Clock wires, drivers and flops:
Bar = 20 µm.
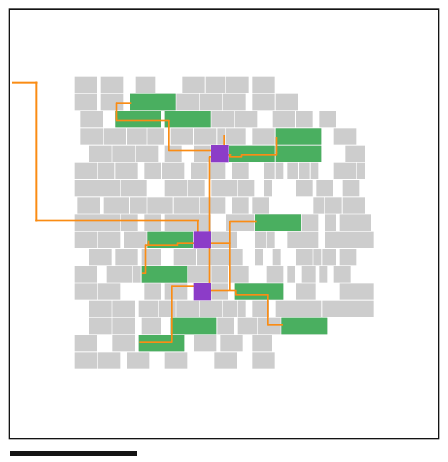
Selected gate families:
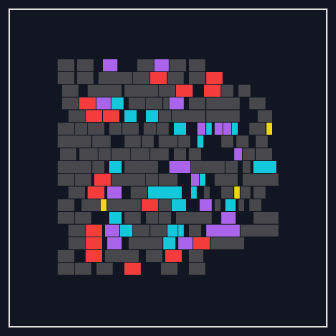
Placed cells, one color a class:
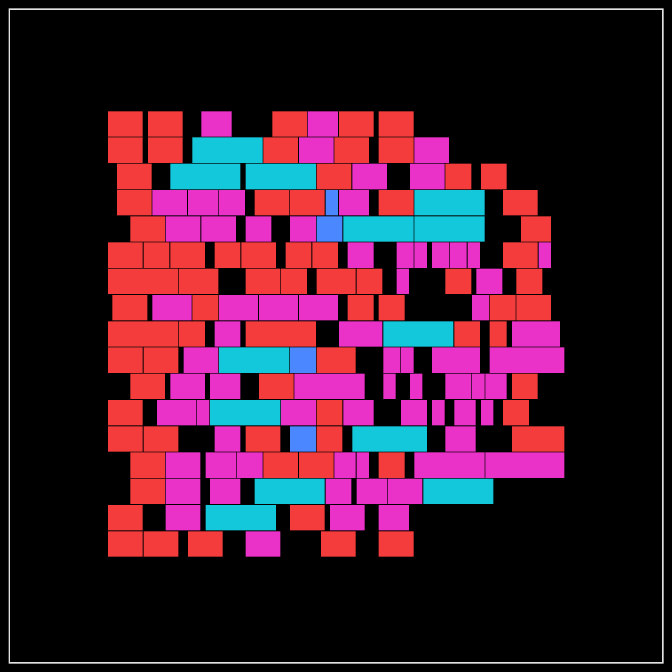
Register map, names as in the netlist:
Other sequential cells in the stronger gray, the rest of the logic in the fainter gray.
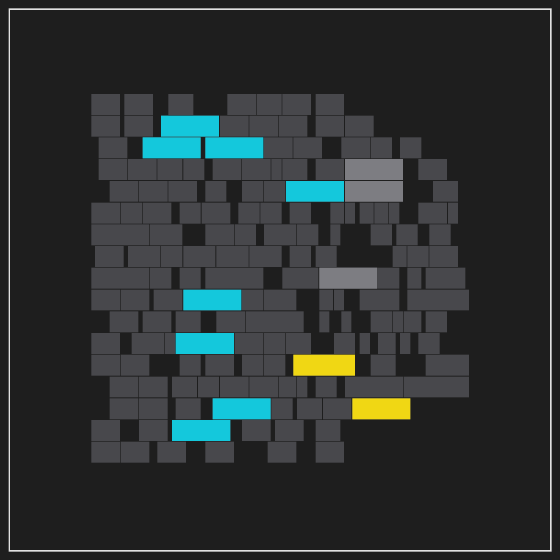
`config.mk`:
```
export PLATFORM = sky130hd
export DESIGN_NAME = rr_mux_nx1
export DESIGN_NICKNAME = d
export VERILOG_FILES = /design/src/rtl/rr_mux_nx1.sv
export SDC_FILE = /design/constraint.sdc
export NUM_CORES = 1
export LEC_CHECK = 0
export CAP_MARGIN = 20
export CORE_MARGIN = 10
export CORE_UTILIZATION = 35
export CTS_CLUSTER_SIZE = 40
export DETAILED_ROUTE_END_ITERATION = 10
export PLACE_DENSITY = 0.8
export SYNTH_ARGS = -nofsm -noshare
export SYNTH_HDL_FRONTEND = slang
export SYNTH_SLANG_ARGS = --single-unit
```
`constraint.sdc`:
```
create_clock -name Clk -period 2.25 [get_ports Clk]
set_clock_uncertainty 0.05 [all_clocks]
set_input_delay 0.5625 -clock Clk [delete_from_list [all_inputs] [get_ports Clk]]
set_output_delay 0.5625 -clock Clk [all_outputs]
set_load 0.05 [all_outputs]
```
`src/rtl/rr_mux_nx1.sv`:
```
// rr_mux_nx1 : registered N-to-1 mux with round-robin arbitration and a
// valid/ready handshake on both sides. The output register holds a single
// entry and has no skid buffer, so a new word can only be accepted on a
// cycle when that register is empty or is being popped.
// Optional feature macro RR_MUX_SEL_EN adds sel_force/sel, which bypass
// the arbiter and grant only the channel named by sel.
module rr_mux_nx1 #(
    parameter int DATAWIDTH = 8,
    parameter int NUM_CH    = 4,
    localparam int CHW      = $clog2(NUM_CH)
) (
    input  logic                        Clk,
    input  logic                        Rst,
    input  logic [NUM_CH*DATAWIDTH-1:0] in_data,
    input  logic [NUM_CH-1:0]           in_valid,
    output logic [NUM_CH-1:0]           in_ready,
    output logic [DATAWIDTH-1:0]        out_data,
    output logic [CHW-1:0]              out_ch,
    output logic                        out_valid,
`ifdef RR_MUX_SEL_EN
    input  logic                        sel_force,
    input  logic [CHW-1:0]              sel,
`endif
    input  logic                        out_ready
);

    logic [CHW-1:0]       ptr_q, ptr_d;
    logic [DATAWIDTH-1:0] data_q, data_d;
    logic [CHW-1:0]       ch_q, ch_d;
    logic                 valid_q, valid_d;

    logic                 load;
    logic                 gnt_any;
    logic [CHW-1:0]       gnt_idx;
    logic                 forced;
    logic                 take;

    assign load = !valid_q || out_ready;

    // Arbiter: first requesting channel at or after ptr, wrapping modulo NUM_CH.
    // The forced path compares sel against every legal index so that an
    // out-of-range sel simply matches nothing.
    always_comb begin
        int k;
        k       = 0;
        gnt_any = 1'b0;
        gnt_idx = '0;
        forced  = 1'b0;
        for (int i = 0; i < NUM_CH; i++) begin
            k = int'(ptr_q) + i;
            if (k >= NUM_CH) k = k - NUM_CH;
            if (!gnt_any && in_valid[k]) begin
                gnt_any = 1'b1;
                gnt_idx = CHW'(k);
            end
        end
`ifdef RR_MUX_SEL_EN
        if (sel_force) begin
            forced  = 1'b1;
            gnt_any = 1'b0;
            gnt_idx = sel;
            for (int j = 0; j < NUM_CH; j++) begin
                if (sel == CHW'(j) && in_valid[j]) gnt_any = 1'b1;
            end
        end
`endif
    end

    assign take = load && gnt_any && !Rst;

    // One-hot accept toward the producers; never asserted during reset.
    always_comb begin
        in_ready = '0;
        for (int j = 0; j < NUM_CH; j++) begin
            in_ready[j] = take && (gnt_idx == CHW'(j));
        end
    end

    // Next-state for output register and rr pointer.
    always_comb begin
        data_d  = data_q;
        ch_d    = ch_q;
        valid_d = valid_q;
        ptr_d   = ptr_q;
        if (take) begin
            data_d  = in_data[int'(gnt_idx)*DATAWIDTH +: DATAWIDTH];
            ch_d    = gnt_idx;
            valid_d = 1'b1;
            if (!forced) begin
                ptr_d = (gnt_idx == CHW'(NUM_CH-1)) ? '0 : gnt_idx + CHW'(1);
            end
        end else if (out_ready) begin
            valid_d = 1'b0;
        end
    end

    // State registers with synchronous reset.
    always_ff @(posedge Clk) begin
        if (Rst) begin
            ptr_q   <= '0;
            data_q  <= '0;
            ch_q    <= '0;
            valid_q <= 1'b0;
        end else begin
            ptr_q   <= ptr_d;
            data_q  <= data_d;
            ch_q    <= ch_d;
            valid_q <= valid_d;
        end
    end

    assign out_data  = data_q;
    assign out_ch    = ch_q;
    assign out_valid = valid_q;

endmodule

```
==> run summary <==
result of the run = finished, violations left
violated checks = setup timing
Longest Clk Path Bufs = 2
most area-hungry cell type in the Yosys netlist = sky130_fd_sc_hd__dfxtp_1
clk_buf instances = 4
share of final layout cell area taken by clock buffers and inverters = 1.59%
post-cts sizing count = 32
most numerous cell in the Yosys netlist = sky130_fd_sc_hd__mux2i_1
critical path fanouts, max = 4
tool warnings = 29
number of buffers added to fix hold violations after cts = 0
GRT met2 Usage = 22.1%
final count of negative-setup-slack endpoints = 4
Final WS setup = -0.0473 ns
power after layout = 0.991 mW
sum of routed wire segments on met1 = 1310 µm
Compound-Gate Fraction of Synth Area = 20.9%
number of synthesized flops with an enable pin = 0
Critical Path Sink = in_ready[1]
share of total power in combinational logic = 56.1%
Die Width = 67.6 µm
final weighted congestion in routability-driven placement = 0.736
WL met2 = 1390 µm
placement-stage cell area = 0.00154 mm²
total global-route track usage = 14.1%
Synth flops = 13
area of the placeable core = 0.00219 mm²
Detail Route met3 WL = 305 µm
Back to the opening pictures, 'clock wires, drivers and flops':
Purple stands for clock-net drivers, count 3. Orange stands for clock wires, length 189 µm. Green stands for flip-flops, count 13.
There are 4 routed clock nets.

Back to the opening pictures, 'selected gate families':
Cyan stands for nand cells, cells 19, where middle. Purple stands for aoi and oai cells, cells 17. Red stands for mux cells, cells 16. Yellow stands for inv cells, cells 3.

Back to the opening pictures, 'placed cells, one color a class':
Blue stands for clock drivers and dummy loads, cells 4, share of their area 1.6%. Red stands for remaining buffers and delay cells, cells 74, share of their area 45%. Magenta stands for remaining logic cells, cells 70, share of their area 38%. Cyan stands for registers, cells 13, share of their area 16%.

Back to the opening pictures, 'register map, names as in the netlist':
Cyan stands for out_data, flops 8. Yellow stands for ptr_q, flops 2.
Another 3 sequential cells are not colored.

Power and IR drop assume default switching activity.
